Run 1, PDN straps and rails:
Scale: 6 px per um. Pins as bars on the die edge. Tap cells in grey.
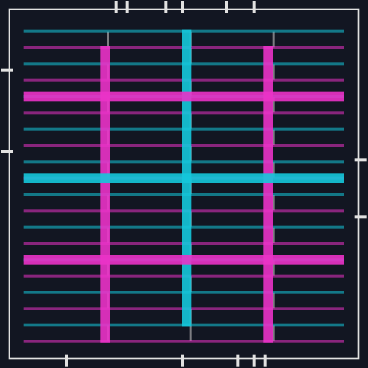
Run 1, sequential cells grouped by signal name:
Scale: 8 px per um. Other sequential cells in the stronger grey, the rest of the logic in the fainter grey.
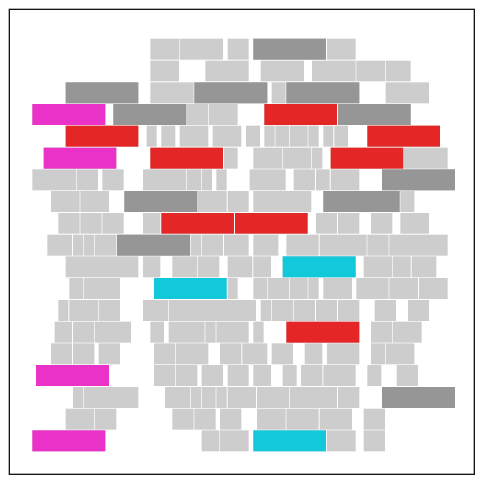
Run 1, the clock network:
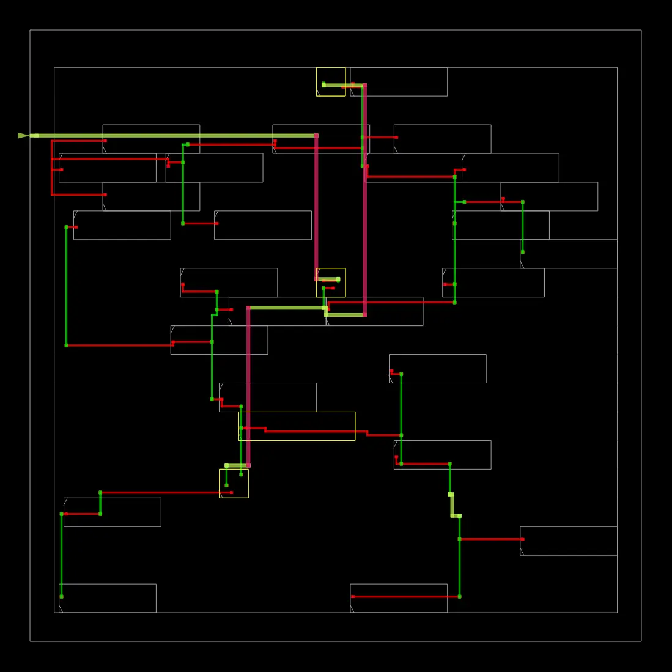
--- config.mk ---
export PLATFORM = sky130hd
export DESIGN_NAME = uart_tx
export DESIGN_NICKNAME = d
export VERILOG_FILES = /design/src/rtl/uart_pkg.sv /design/src/rtl/uart_tx.sv
export SDC_FILE = /design/constraint.sdc
export NUM_CORES = 1
export LEC_CHECK = 0
export CORE_MARGIN = 2
export CORE_UTILIZATION = 50
export DETAILED_ROUTE_END_ITERATION = 8
export PLACE_DENSITY = 0.8
export SETUP_SLACK_MARGIN = 0.5
export SYNTH_ARGS = -nofsm -noshare
export SYNTH_HDL_FRONTEND = slang
export SYNTH_SLANG_ARGS = --single-unit
export TNS_END_PERCENT = 50
--- constraint.sdc ---
create_clock -name clk -period 1.9 [get_ports clk]
set_input_delay 0.285 -clock clk [delete_from_list [all_inputs] [get_ports clk]]
set_output_delay 0.285 -clock clk [all_outputs]
set_load 0.02 [all_outputs]
--- src/rtl/uart_pkg.sv ---
// uart_pkg: shared definitions for the UART serializer (and the future uart_rx).
//   uart_tx_state_e : serializer frame states
//   PAR_*           : encodings of the PARITY parameter
//   calc_parity()   : parity bit for a data word under a given parity mode
package uart_pkg;

  typedef enum logic [2:0] {
    ST_IDLE,
    ST_ARMED,
    ST_START,
    ST_DATA,
    ST_PARITY,
    ST_STOP
  } uart_tx_state_e;

  localparam int PAR_NONE = 0;
  localparam int PAR_ODD  = 1;
  localparam int PAR_EVEN = 2;

  // Widest legal data word; narrower words are zero-extended before use,
  // which leaves the XOR reduction unchanged.
  localparam int MAX_DATA_BITS = 9;

  // Odd parity makes the total count of ones odd, even parity makes it even.
  function automatic logic calc_parity(input logic [MAX_DATA_BITS-1:0] data,
                                       input int mode);
    logic p;
    p = ^data;
    case (mode)
      PAR_ODD:  return ~p;
      PAR_EVEN: return p;
      default:  return 1'b0;
    endcase
  endfunction

endpackage

--- src/rtl/uart_tx.sv ---
// uart_tx: UART frame serializer driven by an external one-cycle baud_tick.
// Frame: start(0), DATA_BITS data bits LSB first, optional parity, STOP_BITS stop(1).
// Ports:
//   clk       in   system clock
//   rst_n     in   asynchronous active-low reset
//   baud_tick in   one-cycle pulse per bit period
//   in_data   in   data word to send
//   in_valid  in   in_data is valid
//   in_ready  out  word can be accepted this cycle (combinational from state)
//   tx        out  serial line, idle high, registered
//   busy      out  frame in progress or word pending
module uart_tx
  import uart_pkg::*;
#(
  parameter int DATA_BITS = 8,
  parameter int PARITY    = 0,
  parameter int STOP_BITS = 1
) (
  input  logic                 clk,
  input  logic                 rst_n,
  input  logic                 baud_tick,
  input  logic [DATA_BITS-1:0] in_data,
  input  logic                 in_valid,
  output logic                 in_ready,
  output logic                 tx,
  output logic                 busy
);

  localparam logic [3:0] LAST_DATA = 4'(DATA_BITS - 1);
  localparam logic [3:0] LAST_STOP = 4'(STOP_BITS - 1);

  uart_tx_state_e       state, state_next;
  logic [DATA_BITS-1:0] shreg, shreg_next;
  logic [DATA_BITS-1:0] hold_data, hold_data_next;
  logic                 par_bit, par_bit_next;
  logic                 hold_par, hold_par_next;
  logic                 hold_valid, hold_valid_next;
  logic [3:0]           bit_cnt, bit_cnt_next;
  logic                 tx_next;
  logic                 last_stop;
  logic                 accept;
  logic                 in_par;

  // Handshake decode. A second word may only be taken during the final stop
  // bit, and only once, so the hold register can never be overwritten.
  always_comb begin
    last_stop = (state == ST_STOP) && (bit_cnt == LAST_STOP);
    in_ready  = (state == ST_IDLE) || (last_stop && !hold_valid);
    accept    = in_valid && in_ready;
    busy      = (state != ST_IDLE);
    in_par    = calc_parity(MAX_DATA_BITS'(in_data), PARITY);
  end

  // Next-state and datapath. Apart from the IDLE accept, nothing moves
  // except on a baud_tick, so every bit spans exactly one tick interval.
  always_comb begin
    state_next      = state;
    shreg_next      = shreg;
    par_bit_next    = par_bit;
    hold_data_next  = hold_data;
    hold_par_next   = hold_par;
    hold_valid_next = hold_valid;
    bit_cnt_next    = bit_cnt;

    case (state)
      // A tick coinciding with the accept is deliberately not used here;
      // the start bit always waits for the following tick.
      ST_IDLE: begin
        if (accept) begin
          state_next   = ST_ARMED;
          shreg_next   = in_data;
          par_bit_next = in_par;
          bit_cnt_next = '0;
        end
      end
      ST_ARMED: begin
        if (baud_tick) state_next = ST_START;
      end
      ST_START: begin
        if (baud_tick) begin
          state_next   = ST_DATA;
          bit_cnt_next = '0;
        end
      end
      ST_DATA: begin
        if (baud_tick) begin
          shreg_next = shreg >> 1;
          if (bit_cnt == LAST_DATA) begin
            bit_cnt_next = '0;
            state_next   = (PARITY != PAR_NONE) ? ST_PARITY : ST_STOP;
          end else begin
            bit_cnt_next = bit_cnt + 4'd1;
          end
        end
      end
      ST_PARITY: begin
        if (baud_tick) begin
          state_next   = ST_STOP;
          bit_cnt_next = '0;
        end
      end
      // The counter keeps counting stop bits here, so an accept in this
      // state goes to the hold register and leaves the counter alone. A word
      // accepted on the closing tick itself goes straight into the shifter.
      ST_STOP: begin
        if (accept) begin
          hold_data_next  = in_data;
          hold_par_next   = in_par;
          hold_valid_next = 1'b1;
        end
        if (baud_tick) begin
          if (last_stop) begin
            bit_cnt_next = '0;
            if (hold_valid || accept) begin
              state_next      = ST_START;
              shreg_next      = hold_valid ? hold_data : in_data;
              par_bit_next    = hold_valid ? hold_par : in_par;
              hold_valid_next = 1'b0;
            end else begin
              state_next = ST_IDLE;
            end
          end else begin
            bit_cnt_next = bit_cnt + 4'd1;
          end
        end
      end
      default: state_next = ST_IDLE;
    endcase
  end

  // The line level is derived from the next state so the registered tx
  // changes on the same edge as the state it belongs to.
  always_comb begin
    tx_next = 1'b1;
    case (state_next)
      ST_START:  tx_next = 1'b0;
      ST_DATA:   tx_next = shreg_next[0];
      ST_PARITY: tx_next = par_bit_next;
      default:   tx_next = 1'b1;
    endcase
  end

  // State and datapath registers; reset abandons any frame and pending word.
  always_ff @(posedge clk or negedge rst_n) begin
    if (!rst_n) begin
      state      <= ST_IDLE;
      shreg      <= '0;
      par_bit    <= 1'b0;
      hold_data  <= '0;
      hold_par   <= 1'b0;
      hold_valid <= 1'b0;
      bit_cnt    <= '0;
      tx         <= 1'b1;
    end else begin
      state      <= state_next;
      shreg      <= shreg_next;
      par_bit    <= par_bit_next;
      hold_data  <= hold_data_next;
      hold_par   <= hold_par_next;
      hold_valid <= hold_valid_next;
      bit_cnt    <= bit_cnt_next;
      tx         <= tx_next;
    end
  end

endmodule

==> flow_metrics.rpt, run 1 <==
PHYSICAL IMPLEMENTATION REPORT
----------------------------------------------------
[CTS]
  CTS tree ........................ built
  Buffer cell driving the clock tree root ........................ sky130_fd_sc_hd__clkbuf_4
  Maximum root-to-sink buffer count ........................ 2
  H-tree depth reported by CTS ........................ 1
  Clock-pin slew of the registers on the worst-case setup and hold paths ........................ 0.16 ns

[Layout]
  Inverter count ........................ 8
  Largest contributor to cell area by class ........................ multi-input combinational cells
  Biggest registers after layout ........................ hold_data: 8 flops, shreg: 8 flops, bit_cnt: 4 flops
  Seq. cell area ........................ 652 um^2
  Non-clock buffer share ........................ 19.9%
  Inserted Diodes ........................ 0
  Count of multi-input combinational gates ........................ 96
  Number of nets in the finished design ........................ 196
  Fraction of layout instances using a drive strength above 1 ........................ 40.9%
  Number of cells in the finished layout apart from fillers ........................ 212
  Multi-input gate share of total cell area ........................ 41.9%
  Flop Count ........................ 26

[Synth]
  XOR/XNOR Area Share ........................ 0.602%
  Count of library flops with an enable pin ........................ 0
  Number of warnings reported in the yosys synthesis log ........................ 0
  Distinct lib cells ........................ 47
  Dominant kind of combinational cell ........................ AND-OR/OR-AND gates
  Basic Gates by Area ........................ 16.9%
  Proportion of synthesized chip area in sequential cells ........................ 44.8%
  Post-synth regs ........................ 26
  Post-synthesis cell count from yosys ........................ 139
  Top area cell types ........................ sky130_fd_sc_hd__dfrtp_1 (43%), sky130_fd_sc_hd__mux2_2 (7.0%), sky130_fd_sc_hd__a21oi_1 (4.1%)
  Most common library cells after synthesis ........................ sky130_fd_sc_hd__dfrtp_1 (25), sky130_fd_sc_hd__a21oi_1 (12), sky130_fd_sc_hd__mux2_2 (9), sky130_fd_sc_hd__nor2_1 (9), sky130_fd_sc_hd__inv_1 (8)

[Critical path]
  Arrival @ worst endpoint ........................ 2.23 ns
  Depth of the critical timing path with buffers and inverters included ........................ 8
  Data required time of the critical path ........................ 2.19 ns
  Crit path launch ........................ bit_cnt[1]
  Type of element launching the critical path ........................ flip-flop
  Slack of the worst reg-to-reg path ........................ -0.03 ns
  Worst reg2reg startpoint ........................ bit_cnt[1]
  Cell chain of the critical path ........................ inv_2, ha_4, nor3b_4, buf_6, and3_4, a21oi_2, o32a_1, a22o_1
  Worst-path maximum fanout ........................ 6
  Endpoint of the most critical setup path ........................ tx

[Outcome]
  Violations in the final reports ........................ negative setup slack
  Status ........................ finished with violations

[Power]
  Combinational group share of total power ........................ 40.6%
  Total power of the final layout ........................ 1990 uW
  Switching fraction of total power ........................ 33.2%
  Power attributed to combinational cells ........................ 806 uW
  Clk power ........................ 404 uW
  Sequential share of power ........................ 39.1%

[Global route]
  Number of global-route vias before repair ........................ 1365
  Most crowded layer after global routing ........................ met2
  Antenna violations before repair ........................ 0
  Met2 capacity usage during global routing ........................ 41.1%
  Total Routing Usage GR ........................ 24.9%
  Maximum number of pins on one net before global-route repair ........................ 27

[Timing]
  Share of the cycle needed by the critical path after routing ........................ 102%
  Number of endpoints failing setup at the final stage ........................ 15
  Final Hold Vio Count ........................ 0
  Smallest setup slack after layout ........................ -0.0349 ns
  Setup repair after global routing missed its margin ........................ yes
  Pins Over Slew Limit ........................ 0

[Flow run]
  Total of max-cap violations ........................ 0

[Detailed routing]
  Met2 WL ........................ 2040 um
  Count of TritonRoute iterations in the first routing pass ........................ 4
  Uppermost layer routed ........................ met4
  Count of routing violations after the opening detailed-route iteration ........................ 58
  Routed via count ........................ 1285
  DRC viols ........................ 0

[Floorplan]
  Placement row count ........................ 19
  Chip width ........................ 57.9 um
  Number of I/O pins ........................ 15

[Hold path]
  Worst min-delay path category ........................ in -> async

[Placed design]
  Detail Placement HPWL ........................ 2550 um
  Global placer's final weighted congestion ........................ 0.890

----------------------------------------------------
About 'PDN straps and rails':
Key: cyan = VDD; magenta = VSS
3 straps on met4. 20 met1 rails follow the rows. The core has 19 rows. 3 straps on met5. 31 tap cells.

About 'sequential cells grouped by signal name':
Key: red = shreg [sequential cells 8]; magenta = bit_cnt [sequential cells 4]; cyan = state [sequential cells 3]
Post-Route Utilization: 73.4%
sequential share of cell area: 32.2%

About 'the clock network':
Clock buffer cells: 3
Setup Skew: 0.00768 ns
clock latency reported for the late side of the worst-skew pair: 0.35 ns

## Run 2: what changed since run 1
--- a/config.mk
+++ b/config.mk
@@ -5,7 +5,6 @@
 export SDC_FILE = /design/constraint.sdc
 export NUM_CORES = 1
 export LEC_CHECK = 0
-export CORE_MARGIN = 2
 export CORE_UTILIZATION = 50
 export DETAILED_ROUTE_END_ITERATION = 8
 export PLACE_DENSITY = 0.8
Run 2, placement density heat map:
Scale: 6 px per um. The die is cut into 11 by 11 equal tiles; white is low, dark blue is high, 0 to 100% covered.
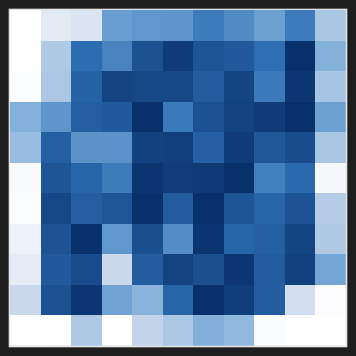
The densest ninth of the die: centre. The mean over all tiles is 64%. The emptiest ninth of the die: north-west. 8.3% of the tiles are nearly empty.
Post-Route Utilization: 73.9%
Core Box Area: 2760 um^2
pre-placement core utilization: 52.8%

==> run 2 against run 1 <==
Net effect:
- utilization is 0.50 points higher
- critical path depth stayed put
- combinational power is 6.2% higher
- critical path type unchanged
- the flow now finishes without violations
- sequential share of layout area is 0.22 points lower
- largest cell class unchanged
==> flow_metrics.rpt, run 2 <==
PHYSICAL IMPLEMENTATION REPORT
----------------------------------------------------
[Outcome]
  Status ........................ complete, no violations

[Detailed routing]
  Count of TritonRoute iterations in the first routing pass ........................ 4
  Routed via count ........................ 1230
  Routed wirelength normalized by instance count ........................ 16.1 um
  DRC viols ........................ 0
  Uppermost layer routed ........................ met4
  Via density per instance ........................ 5.80
  WL met3 ........................ 92 um
  Count of routing violations after the opening detailed-route iteration ........................ 41
  Met2 WL ........................ 1810 um

[Layout]
  Largest contributor to cell area by class ........................ multi-input combinational cells
  Top logic cell by instance count in the layout ........................ sky130_fd_sc_hd__buf_4
  Sequential share of cell area ........................ 32.0%
  Inverter count ........................ 8
  Count of multi-input combinational gates ........................ 96
  Flop Count ........................ 26
  Commonest cells after routing, fill and taps aside ........................ sky130_fd_sc_hd__buf_4 (30), sky130_fd_sc_hd__dfrtp_1 (25), sky130_fd_sc_hd__clkdlybuf4s50_1 (11)
  Multi-input gate share of total cell area ........................ 43.1%
  Fraction of layout instances using a drive strength above 1 ........................ 41.4%
  Number of nets in the finished design ........................ 196
  Non-clock buffer share ........................ 20.3%
  Biggest registers after layout ........................ hold_data: 8 flops, shreg: 8 flops, bit_cnt: 4 flops
  Seq. cell area ........................ 652 um^2
  Clock buffer cells ........................ 4
  Number of filler cells placed in the layout ........................ 185
  Clock buf/inv share ........................ 1.29%
  Inserted Diodes ........................ 0
  Number of cells in the finished layout apart from fillers ........................ 212

[Floorplan]
  Number of I/O pins ........................ 15
  Y dimension of the die ........................ 55.9 um
  Chip width ........................ 55.9 um
  Placement row count ........................ 19
  Full die area ........................ 3130 um^2

[Flow run]
  Total of max-cap violations ........................ 0
  Number of warning messages in the logs ........................ 30

[Synth]
  Cell type with the largest total area ........................ sky130_fd_sc_hd__dfrtp_1
  Chip area line of the yosys report ........................ 1460 um^2
  Post-synthesis cell count from yosys ........................ 139
  Top area cell types ........................ sky130_fd_sc_hd__dfrtp_1 (43%), sky130_fd_sc_hd__mux2_2 (7.0%), sky130_fd_sc_hd__a21oi_1 (4.1%)
  Most common library cells after synthesis ........................ sky130_fd_sc_hd__dfrtp_1 (25), sky130_fd_sc_hd__a21oi_1 (12), sky130_fd_sc_hd__mux2_2 (9), sky130_fd_sc_hd__nor2_1 (9), sky130_fd_sc_hd__inv_1 (8)
  Post-synth top flop ........................ sky130_fd_sc_hd__dfrtp_1
  Syn Inst Count ........................ 139
  Portion of netlist area occupied by mux cells ........................ 9.03%
  Compound-Gate Fraction of Synth Area ........................ 21.5%
  Adder share ........................ 1.72%
  Distinct lib cells ........................ 47
  XOR/XNOR Area Share ........................ 0.602%
  Most repeated cell in the gate-level netlist after synthesis ........................ sky130_fd_sc_hd__dfrtp_1
  Post-synthesis cell area ........................ 1460 um^2
  Mean cell area of the mapped netlist ........................ 10.5 um^2
  Post-synth net total ........................ 153
  Asr flop ratio synth ........................ 100%
  Post-synth regs ........................ 26
  Count of library flops with an enable pin ........................ 0
  Dominant kind of combinational cell ........................ AND-OR/OR-AND gates
  Number of warnings reported in the yosys synthesis log ........................ 0
  Proportion of synthesized chip area in sequential cells ........................ 44.8%
  Basic Gates by Area ........................ 16.9%

[Power]
  Power attributed to combinational cells ........................ 856 uW
  Combinational group share of total power ........................ 45.7%
  Sequential share of power ........................ 41.2%
  Total power of the final layout ........................ 1870 uW
  Seq pwr ........................ 771 uW
  Clk power ........................ 244 uW
  Switching fraction of total power ........................ 34.5%
  Internal power ........................ 1230 uW
  Max power group ........................ combinational cells
  Peak VDD IR ........................ 0.824 mV

[Timing]
  Setup Skew ........................ 0.00239 ns
  Final Hold Vio Count ........................ 0
  Smallest setup slack after layout ........................ 0.000573 ns
  Shortest period the worst path allows ........................ 1.90 ns
  Share of the cycle needed by the critical path after routing ........................ 100%
  Pins Over Slew Limit ........................ 0
  Max-slew headroom at the worst pin ........................ 76.8%
  Number of endpoints failing setup at the final stage ........................ 0
  Worst Hold Margin ........................ 0.303 ns
  Final sum of negative setup slack ........................ 0 ns
  Setup repair after global routing missed its margin ........................ yes

[Critical path]
  Arrival @ worst endpoint ........................ 2.17 ns
  Data required time of the critical path ........................ 2.17 ns
  Worst-path maximum fanout ........................ 5
  Crit path launch ........................ bit_cnt[1]
  Cell type group with the largest total delay on the critical path ........................ AND-OR/OR-AND gates
  Endpoint of the most critical setup path ........................ tx
  Buffers plus inverters on the worst setup path ........................ 2
  Slack of the worst reg-to-reg path ........................ 0.0006 ns
  Worst reg2reg startpoint ........................ bit_cnt[1]
  Endpoint class of the critical path ........................ flip-flop
  Worst setup path category ........................ reg -> reg
  Type of element launching the critical path ........................ flip-flop
  Depth of the critical timing path with buffers and inverters included ........................ 8
  Cell chain of the critical path ........................ inv_2, ha_4, nor3b_4, buf_6, and3_4, a21oi_2, o32a_1, a22o_1
  Worst Reg2Reg Path Length in Cells ........................ 8
  FF-to-FF End ........................ tx
  Crit path max-delay cell type ........................ sky130_fd_sc_hd__dfrtp_1

[CTS]
  Clk sink count ........................ 26
  Number of clock buffers inserted by TritonCTS ........................ 3
  Hold Buf Count CTS ........................ 0
  CTS tree ........................ built
  Clock-pin slew of the registers on the worst-case setup and hold paths ........................ 0.13 ns
  H-tree depth reported by CTS ........................ 1
  Setup bufs post-CTS ........................ 8
  Clock latency reported for the late side of the worst-skew pair ........................ 0.32 ns
  Maximum root-to-sink buffer count ........................ 2
  Buffer cell driving the clock tree root ........................ sky130_fd_sc_hd__clkbuf_4

[Global route]
  Most crowded layer after global routing ........................ met2
  Met1 Use GR ........................ 27.7%
  Met2 capacity usage during global routing ........................ 42.2%
  Total Routing Usage GR ........................ 23.2%
  Maximum number of pins on one net before global-route repair ........................ 27
  Overall overflow remaining after global route ........................ 0
  Global-route wire length before repair ........................ 5550 um
  Antenna violations before repair ........................ 0
  Number of global-route vias before repair ........................ 1220

[Placed design]
  Placed cell area ........................ 1780 um^2
  Number of placed cells counting well taps ........................ 198
  Global placer's final weighted congestion ........................ 0.866
  Detail Placement HPWL ........................ 2340 um

[Hold path]
  Worst min-delay path category ........................ in -> async

----------------------------------------------------
Power is estimated from default activity; no workload was simulated.
